--- config.mk ---
export PLATFORM = sky130hd
export DESIGN_NAME = mmio_uart_tx
export DESIGN_NICKNAME = d
export VERILOG_FILES = /design/src/rtl/mmio_uart_tx_pkg.sv /design/src/rtl/mmio_uart_tx_sync_fifo.sv /design/src/rtl/mmio_uart_tx.sv
export SDC_FILE = /design/constraint.sdc
export NUM_CORES = 1
export LEC_CHECK = 0
export CORE_MARGIN = 4
export CORE_UTILIZATION = 45
export CTS_CLUSTER_DIAMETER = 30
export DETAILED_ROUTE_END_ITERATION = 7
export GPL_TIMING_DRIVEN = 0
export PLACE_DENSITY = 0.65
export REMOVE_ABC_BUFFERS = 1
export SYNTH_ARGS = -nofsm -noshare
export SYNTH_HDL_FRONTEND = slang
export SYNTH_SLANG_ARGS = --single-unit
--- constraint.sdc ---
create_clock -name clock -period 3.15 [get_ports clock]
set_input_delay 0.63 -clock clock [delete_from_list [all_inputs] [get_ports clock]]
set_output_delay 0.63 -clock clock [all_outputs]
set_load 0.01 [all_outputs]
--- src/rtl/mmio_uart_tx_pkg.sv ---
// Shared definitions for the memory-mapped UART transmitter: register map,
// STATUS bit positions, serializer states and the block's base address.
package mmio_uart_tx_pkg;

  // Byte offsets within the block
  localparam logic [3:0] UART_TXDATA = 4'h0;
  localparam logic [3:0] UART_STATUS = 4'h4;
  localparam logic [3:0] UART_DIV    = 4'h8;

  // STATUS register bit indices
  localparam int ST_FULL  = 0;
  localparam int ST_EMPTY = 1;
  localparam int ST_BUSY  = 2;
  localparam int ST_OVF   = 3;

  // Where the SoC top decodes this block on the data-memory path
  localparam logic [31:0] UART_BASE = 32'h1000_0000;

  typedef enum logic [1:0] {
    IDLE  = 2'd0,
    START = 2'd1,
    DATA  = 2'd2,
    STOP  = 2'd3
  } tx_state_e;

endpackage

--- src/rtl/mmio_uart_tx_sync_fifo.sv ---
// Synchronous FIFO with first-word-fall-through output, shared by the TX path
// and a future RX path. DEPTH must be a power of two so pointers wrap freely.
module sync_fifo #(
  parameter int WIDTH = 8,
  parameter int DEPTH = 8
) (
  input  logic                     clock,
  input  logic                     reset,
  input  logic                     push,
  input  logic                     pop,
  input  logic [WIDTH-1:0]         din,
  output logic [WIDTH-1:0]         dout,
  output logic                     full,
  output logic                     empty,
  output logic [$clog2(DEPTH):0]   count
);

  localparam int AW = $clog2(DEPTH);
  localparam int CW = AW + 1;
  localparam logic [CW-1:0] FULL_COUNT = CW'(DEPTH);

  logic [WIDTH-1:0] mem [DEPTH];
  logic [AW-1:0]    wr_ptr;
  logic [AW-1:0]    rd_ptr;
  logic             push_ok;
  logic             pop_ok;

  assign full    = (count == FULL_COUNT);
  assign empty   = (count == '0);
  assign push_ok = push & ~full;
  assign pop_ok  = pop & ~empty;
  assign dout    = mem[rd_ptr];

  // NOTE: sequential state uses non-blocking assignments so every flop samples pre-edge values.
  always_ff @(posedge clock or posedge reset) begin
    if (reset) begin
      wr_ptr <= '0;
      rd_ptr <= '0;
      count  <= '0;
    end else begin
      if (push_ok) wr_ptr <= wr_ptr + AW'(1);
      if (pop_ok)  rd_ptr <= rd_ptr + AW'(1);
      case ({push_ok, pop_ok})
        2'b10:   count <= count + CW'(1);
        2'b01:   count <= count - CW'(1);
        default: count <= count;
      endcase
    end
  end

  // NOTE: storage is deliberately not reset; count/pointers make stale entries unreachable.
  always_ff @(posedge clock) begin
    if (push_ok) mem[wr_ptr] <= din;
  end

endmodule

--- src/rtl/mmio_uart_tx.sv ---
// MMIO UART transmitter: firmware pushes bytes into a FIFO, an 8N1 serializer
// drains them onto uart_tx with a programmable bit period of max(DIV,1) cycles.
module mmio_uart_tx
  import mmio_uart_tx_pkg::*;
#(
  parameter int FIFO_DEPTH  = 8,
  parameter int DIV_W       = 16,
  parameter int DEFAULT_DIV = 217
) (
  input  logic        clock,
  input  logic        reset,
  input  logic        mmio_we,
  input  logic        mmio_re,
  input  logic [3:0]  mmio_addr,
  input  logic [31:0] mmio_wdata,
  output logic [31:0] mmio_rdata,
  output logic        uart_tx,
  output logic        irq_empty
);

  logic [3:0]                    reg_off;
  logic                          sel_txdata, sel_status, sel_div;
  logic                          push, push_ok, pop;
  logic                          fifo_full, fifo_empty;
  logic [7:0]                    fifo_dout;
  logic [$clog2(FIFO_DEPTH):0]   fifo_count;
  logic [DIV_W-1:0]              div_q, div_next, bit_reload;
  logic                          ovf_q;
  logic [31:0]                   status_word;
  tx_state_e                     state_q;
  logic [DIV_W-1:0]              cyc_q;
  logic [2:0]                    bit_idx;
  logic [7:0]                    shreg;
  logic                          bit_end;
  logic                          unused_bits;

  assign reg_off    = {mmio_addr[3:2], 2'b00};
  assign sel_txdata = (reg_off == UART_TXDATA);
  assign sel_status = (reg_off == UART_STATUS);
  assign sel_div    = (reg_off == UART_DIV);

  assign push    = mmio_we & sel_txdata;
  assign push_ok = push & ~fifo_full;

  // A DIV write landing on a bit boundary already governs the bit that starts there
  assign div_next   = (mmio_we & sel_div) ? mmio_wdata[DIV_W-1:0] : div_q;
  assign bit_reload = (div_next == '0) ? '0 : div_next - DIV_W'(1);
  assign bit_end    = (cyc_q == '0);

  assign pop = ~fifo_empty & ((state_q == IDLE) | ((state_q == STOP) & bit_end));

  assign unused_bits = &{1'b0, mmio_addr[1:0], mmio_wdata, fifo_count};

  sync_fifo #(
    .WIDTH (8),
    .DEPTH (FIFO_DEPTH)
  ) u_fifo (
    .clock (clock),
    .reset (reset),
    .push  (push),
    .pop   (pop),
    .din   (mmio_wdata[7:0]),
    .dout  (fifo_dout),
    .full  (fifo_full),
    .empty (fifo_empty),
    .count (fifo_count)
  );

  // NOTE: every always_comb output is defaulted first so no latch is inferred.
  always_comb begin
    status_word          = '0;
    status_word[ST_FULL]  = fifo_full;
    status_word[ST_EMPTY] = fifo_empty;
    status_word[ST_BUSY]  = (state_q != IDLE);
    status_word[ST_OVF]   = ovf_q;
  end

  always_ff @(posedge clock or posedge reset) begin
    if (reset) begin
      div_q      <= DIV_W'(DEFAULT_DIV);
      ovf_q      <= 1'b0;
      mmio_rdata <= '0;
    end else begin
      div_q <= div_next;
      // A rejected push in the same cycle as a STATUS read must not be lost
      ovf_q <= (ovf_q & ~(mmio_re & sel_status)) | (push & fifo_full);
      if (mmio_re) begin
        if (sel_status)   mmio_rdata <= status_word;
        else if (sel_div) mmio_rdata <= 32'(div_q);
        else              mmio_rdata <= '0;
      end
    end
  end

  always_ff @(posedge clock or posedge reset) begin
    if (reset) begin
      state_q   <= IDLE;
      cyc_q     <= '0;
      bit_idx   <= '0;
      shreg     <= '0;
      uart_tx   <= 1'b1;
      irq_empty <= 1'b1;
    end else begin
      case (state_q)
        IDLE: begin
          if (!fifo_empty) begin
            shreg     <= fifo_dout;
            uart_tx   <= 1'b0;
            cyc_q     <= bit_reload;
            state_q   <= START;
            irq_empty <= 1'b0;
          end else begin
            uart_tx   <= 1'b1;
            irq_empty <= ~push_ok;
          end
        end
        START: begin
          irq_empty <= 1'b0;
          if (bit_end) begin
            uart_tx <= shreg[0];
            shreg   <= {1'b0, shreg[7:1]};
            bit_idx <= '0;
            cyc_q   <= bit_reload;
            state_q <= DATA;
          end else begin
            cyc_q <= cyc_q - DIV_W'(1);
          end
        end
        DATA: begin
          irq_empty <= 1'b0;
          if (bit_end) begin
            cyc_q <= bit_reload;
            if (bit_idx == 3'd7) begin
              uart_tx <= 1'b1;
              state_q <= STOP;
            end else begin
              uart_tx <= shreg[0];
              shreg   <= {1'b0, shreg[7:1]};
              bit_idx <= bit_idx + 3'd1;
            end
          end else begin
            cyc_q <= cyc_q - DIV_W'(1);
          end
        end
        STOP: begin
          if (bit_end) begin
            if (!fifo_empty) begin
              // Back-to-back frame: start bit follows the stop bit with no idle gap
              shreg     <= fifo_dout;
              uart_tx   <= 1'b0;
              cyc_q     <= bit_reload;
              state_q   <= START;
              irq_empty <= 1'b0;
            end else begin
              uart_tx   <= 1'b1;
              state_q   <= IDLE;
              irq_empty <= ~push_ok;
            end
          end else begin
            cyc_q     <= cyc_q - DIV_W'(1);
            irq_empty <= 1'b0;
          end
        end
        default: state_q <= IDLE;
      endcase
    end
  end

endmodule

Run 1, congestion heat map:
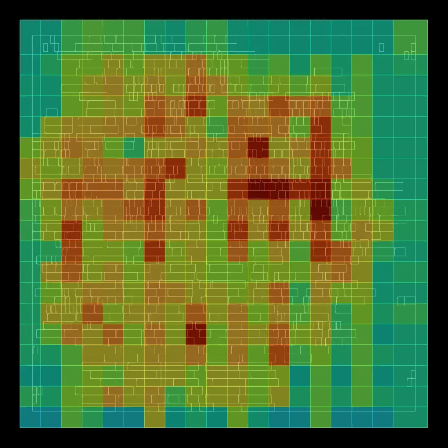
met3 usage in global routing: 4.61%
Top Usage Layer GRT: met2
total routing usage reported by global routing: 20.2%
share of the core filled with cells: 54.0%
grt met2 use: 30.4%

Run 1, local utilization:
Bar = 50 µm. The die is cut into 14 by 14 equal tiles; black is low, pale yellow is high, 0 to 100% covered.
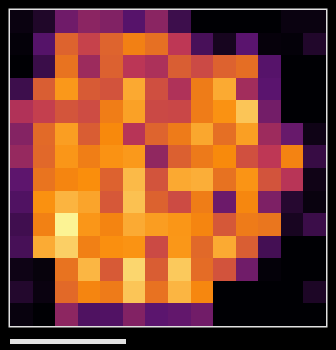
nearly empty tiles: 15%
mean over tiles: 45%
fullest tile: 97%
densest ninth of the die: center
tiles over 75% full: 19%
emptiest ninth of the die: south-east
total core area: 0.0159 mm²
Pre-Place Util: 46.0%

Run 1, power grid:
Bar = 50 µm. Pins as bars on the die edge.
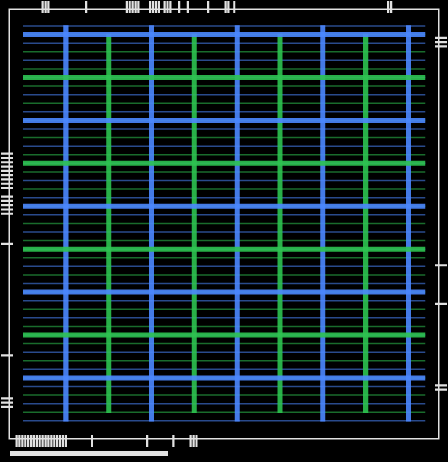
[green] VDD
[blue] VSS
met4 straps: 9
signal pins: 74
met1 rails: 47
rows: 46
worst voltage drop across the vdd grid: 0.509 mV
height of the die: 136 µm
horizontal die dimension: 136 µm

==> run summary, run 1 <==
cell total in the yosys stat output -> 654
Routed WL per cell -> 19.5 µm
source of the worst register-to-register timing path -> cyc_q[7]$_DFF_PP0_
delay of the slowest critical-path stage -> 0.59 ns
buffers outside the clock class -> 51
register-to-register setup slack -> 0.13 ns
fraction of final layout cells sized beyond drive strength 1 -> 15.3%
placement-stage cell area -> 0.00788 mm²
sequential fraction of design power -> 36.1%
Post-Synthesis Cells -> 654
CTS tree -> yes
count of hold buffers inserted by post-cts repair -> 0
residual overflow from global routing -> 0
cell class contributing the biggest share of worst-path delay -> simple AND/OR/NAND/NOR gates
post-detailed-routing wire length -> 17,900 µm
maximum number of pins on one net before global-route repair -> 60
Comb area share -> 39.6%
unique cell type count in the Yosys netlist -> 65
total power of the final layout -> 7.58 mW
number of optimization iterations in the first detailed-route pass -> 6
number of buffers on the longest clock path -> 2
Area growth syn-to-layout -> 17.4%
DRT antenna net count -> 0
pre-CTS setup slack -> -1.44 ns
static leakage -> 3.38 nW
result of the run -> completed
worst hold slack -> 0.494 ns
Final Net Count -> 745
arrival time of data at the critical path endpoint -> 3.33 ns
synthesized chip area reported by yosys -> 0.00733 mm²
clock power share -> 24.9%
worst reg2reg path endpoint -> state_q[1]$_DFFE_PP0P_
CTS root buffer -> sky130_fd_sc_hd__clkbuf_16
post-DR vias/cell -> 6.01
total CTS buffers -> 17
last weighted congestion value of the routability-driven placer -> 0.891
top cell category -> flip-flops and latches
antenna diode count -> 0
power of the clock network -> 1.89 mW
count of sequential standard cells -> 138
==> run 1: cells in the mapped netlist (all sizes together), types with 11 or more instances <==
cell    count  share of area [%]
dfrtp      67                 23
edfxtp     64                 26
nand2      63                3.2
nor2       41                2.1
o21ai      37                2.5
a21oi      27                1.8
buf        27                2.5
clkbuf     25                1.3
nor3       21                1.5
inv        19               0.97
a22o       17                2.0
nor4       17                1.5
ha         16                2.7
mux4       16                4.9
mux2i      15                2.0
mux2       12                2.3
nand3      12               0.82
xnor2      12                1.4
a211oi     11                1.1
==> run 1: metal layers <==
layer | GRT usage, % | vias up | part of all wire [%]
met3 | 4.61 | 40 | 7.3
li1 | - | 2522 | -
met4 | 6.27 | 0 | 1.9
met2 | 30.4 | 248 | 46
met5 | 0 | - | 0
met1 | 29.4 | 2705 | 45
## Run 2: what changed since run 1
--- a/config.mk
+++ b/config.mk
@@ -5,6 +5,7 @@
 export SDC_FILE = /design/constraint.sdc
 export NUM_CORES = 1
 export LEC_CHECK = 0
+export ABC_AREA = 1
 export CORE_MARGIN = 4
 export CORE_UTILIZATION = 45
 export CTS_CLUSTER_DIAMETER = 30
Run 2, power grid:
Bar = 50 µm. Pins as bars on the die edge.
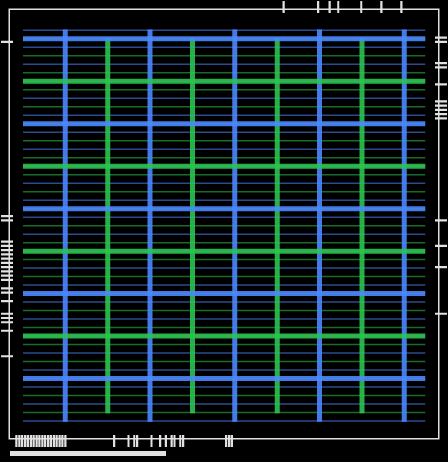
[blue] VSS
[green] VDD
met4 straps: 9
rows: 46

==> run 2 against run 1 <==
Clock-buffer cell count is 1 higher. Sequential cell count unchanged. Non-clock buffer count fell by 4. Critical path type unchanged. Cell count up 27%. Combinational power rose by 2%. First-iteration DRC count fell by 20%. Highest routed layer unchanged. Critical endpoint is now u_fifo.count[3]$_DFFE_PP0P_.
==> run summary, run 2 <==
area share, top type -> 25.6% (-0.57 points)
residual overflow from global routing -> 0 (unchanged)
cells taking the most area after synthesis -> sky130_fd_sc_hd__edfxtp_1 26%, sky130_fd_sc_hd__dfrtp_1 22%, sky130_fd_sc_hd__nand2_1 14%
worst voltage drop across the vdd grid -> 0.438 mV (-14%)
cell taking the most area after synthesis -> sky130_fd_sc_hd__edfxtp_1
placement-stage cell area -> 0.00801 mm² (+1.7%)
Top Usage Layer GRT -> met2
top post-synthesis cells by count -> 270 x sky130_fd_sc_hd__nand2_1, 84 x sky130_fd_sc_hd__nor2_1, 71 x sky130_fd_sc_hd__o21ai_0
Post-Route M1 WL -> 7960 µm (-0.97%)
Pre-Place Util -> 46.5% (+0.52 points)
result of the run -> completed
Post-Synthesis Cells -> 907 (+39%)
Final Net Count -> 993 (+33%)
cell class contributing the biggest share of worst-path delay -> simple AND/OR/NAND/NOR gates
met1 Track Usage GR -> 26.9% (-2.5 points)
count of hold buffers inserted by post-cts repair -> 0 (unchanged)
uppermost layer routed -> met4
height of the die -> 137 µm (+1.0%)
Area growth syn-to-layout -> 15.8%
library cell with the highest instance count after synthesis -> sky130_fd_sc_hd__nand2_1
number of optimization iterations in the first detailed-route pass -> 8 (+2)
delay of the slowest critical-path stage -> 0.44 ns (-0.15 ns)
total routing usage reported by global routing -> 20.5% (+0.23 points)
worst reg2reg path endpoint -> u_fifo.count[3]$_DFFE_PP0P_
antenna diode count -> 0 (unchanged)
post-DR vias/cell -> 5.27 (-12%)
cell total in the yosys stat output -> 907 (+39%)
fraction of final layout cells sized beyond drive strength 1 -> 10.5% (-4.7 points)
total CTS buffers -> 17 (unchanged)
worst hold slack -> 0.466 ns (-0.0274 ns)
total power of the final layout -> 7.56 mW (-0.33%)
number of buffers on the longest clock path -> 2 (unchanged)
register-to-register setup slack -> 0.22 ns (+0.10 ns)
sequential fraction of design power -> 33.8% (-2.3 points)
metal3 WL -> 982 µm (-25%)
arrival time of data at the critical path endpoint -> 3.24 ns (-0.09 ns)
CTS root buffer -> sky130_fd_sc_hd__clkbuf_16
Run 2, cells colored by class:
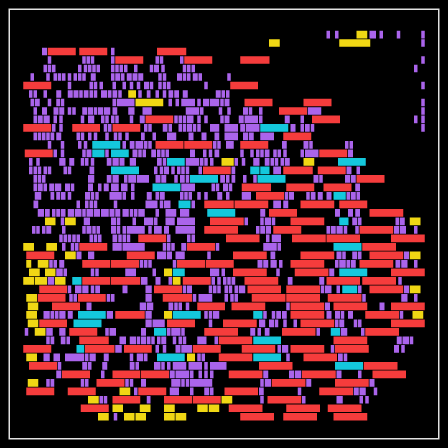
[yellow] other buffers and delay cells | cells: 47 | share of their area: 5.8%
[red] flops | cells: 138 | share of their area: 45%
[cyan] clock drivers and dummy loads | cells: 32 | share of their area: 7.0%
[purple] combinational and other logic | cells: 732 | share of their area: 42%
count of standard-cell rows: 46
flop share of the area: 43.6%
final cell area excluding filler cells: 0.00868 mm²
share of the core filled with cells: 53.9%
total core area: 0.0161 mm²

## run 2: cell families after synthesis
logic type / Yosys count / share of synthesized area, %
and+or+nand+nor: 481 / 27.8
DFF: 138 / 50.5
AOI/OAI and AO/OA: 131 / 9.55
buffers and inverters: 125 / 7.41
adders and majority gates: 17 / 2.94
xor gates and xnor gates: 14 / 1.74
other: 1 / 0.0500
## run 2: final cells by class
class,instances,area (µm²),share of cell area (%)
Multi-Input combinational cell,660,3270,37.7
Inverter,72,277,3.19
Clock buffer,18,439,5.06
Tap cell,216,270,3.11
Sequential cell,138,3790,43.6
Timing Repair Buffer,47,488,5.62
Clock inverter,14,149,1.72
## Run 3: what changed since run 2
--- a/config.mk
+++ b/config.mk
@@ -13,6 +13,7 @@
 export GPL_TIMING_DRIVEN = 0
 export PLACE_DENSITY = 0.65
 export REMOVE_ABC_BUFFERS = 1
+export SLEW_MARGIN = 15
 export SYNTH_ARGS = -nofsm -noshare
 export SYNTH_HDL_FRONTEND = slang
 export SYNTH_SLANG_ARGS = --single-unit
==> run 3 against run 2 <==
Clock skew is 0.0034 ns higher. Highest routed layer unchanged. Combinational power hardly changed. Worst hold slack better by 0.014 ns. Critical path depth is 9 lower. Worst setup slack worse by 0.049 ns. Core utilization is 0.12 points higher. Maximum frequency is 1.6% lower. Largest cell class unchanged. Register-to-register slack better by 0.03 ns. Largest power group unchanged. Global-route usage is 0.18 points higher. Non-clock buffer count is 2 higher. Synthesized cell count stayed put. Via count hardly changed.
==> run summary, run 3 <==
result of the run -> completed
sequential fraction of design power -> 33.7% (about the same)
count of hold buffers inserted by post-cts repair -> 0 (unchanged)
Post-Synthesis Cells -> 907 (unchanged)
cell taking the most area after synthesis -> sky130_fd_sc_hd__edfxtp_1
Pre-Place Util -> 46.5% (unchanged)
cell class contributing the biggest share of worst-path delay -> simple AND/OR/NAND/NOR gates
residual overflow from global routing -> 0 (unchanged)
Area growth syn-to-layout -> 16.0%
share of the core filled with cells -> 54.0% (+0.12 points)
arrival time of data at the critical path endpoint -> 3.02 ns (-0.22 ns)
number of buffers on the longest clock path -> 2 (unchanged)
main combinational cell family by area after synthesis -> simple AND/OR/NAND/NOR gates
post-DR vias/cell -> 5.26 (-0.12%)
total CTS buffers -> 17 (unchanged)
worst hold slack -> 0.480 ns (+0.0140 ns)
library cell with the highest instance count after synthesis -> sky130_fd_sc_hd__nand2_1
fraction of the mapped netlist area in adder cells -> 2.94% (unchanged)
Post-Route M1 WL -> 8450 µm (+6.2%)
worst reg2reg path endpoint -> u_fifo.count[3]$_DFFE_PP0P_
number of optimization iterations in the first detailed-route pass -> 5 (-3)
metal3 WL -> 858 µm (-13%)
uppermost layer routed -> met4
area share, top type -> 25.6% (unchanged)
top post-synthesis cells by count -> 270 x sky130_fd_sc_hd__nand2_1, 84 x sky130_fd_sc_hd__nor2_1, 71 x sky130_fd_sc_hd__o21ai_0
total power of the final layout -> 7.58 mW (+0.24%)
CTS root buffer -> sky130_fd_sc_hd__clkbuf_16
Post-Synth Simple-Gate Area -> 27.8% (unchanged)
-- run 3: tightest hold or removal path: stages (launching register included) --
cell	delay [ns]
sky130_fd_sc_hd__dfrtp_1	0.34
sky130_fd_sc_hd__nand2_1	0.05
sky130_fd_sc_hd__nand2_1	0.06
-- run 3: what timing repair did --
item	4_1_cts	5_1_grt
endpoints found under the hold margin	0	0
resized	10	10
buffers inserted	1	4
pin swaps	1	2
cloned	0	2
setup endpoints to repair	50	47
-- run 3: final cells by class --
| cell class | instances | area [µm²] |
|---|---|---|
| clock inverter | 15 | 158 |
| clock buffer | 17 | 425 |
| tap | 216 | 270 |
| inverter | 72 | 277 |
| multi-input combinational | 660 | 3270 |
| sequential | 138 | 3780 |
| fill | 1529 | 7420 |
| timing repair buffer | 49 | 510 |
Run 3, congestion heat map:
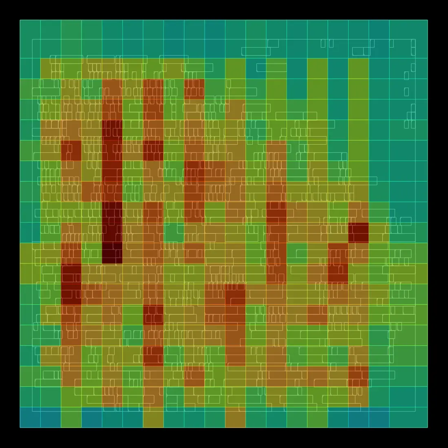
grt met2 use: 34.0%
met1 Track Usage GR: 27.5%

Run 3, nets reached from selected ports:
Bar = 50 µm.
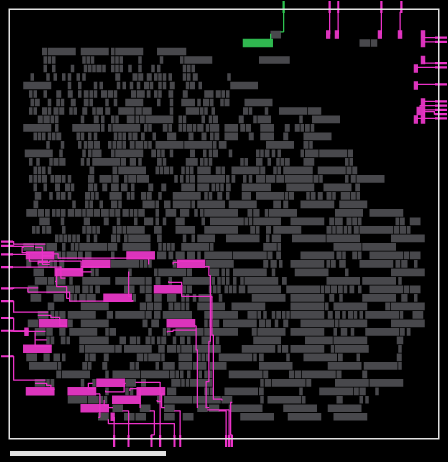
[green] irq_empty | direction: output | edge: north | end cells: 1 | buffers: 1 | wire: 9.70 µm
[magenta] mmio_rdata | direction: output | edge: 10 east, 9 south, 9 west, 4 north | end cells: 32 | buffers: 16 | wire: 725 µm
I/O pins: 74
IO buf count: 39

Power figures rest on the tool's default switching activity, not on a simulated workload.
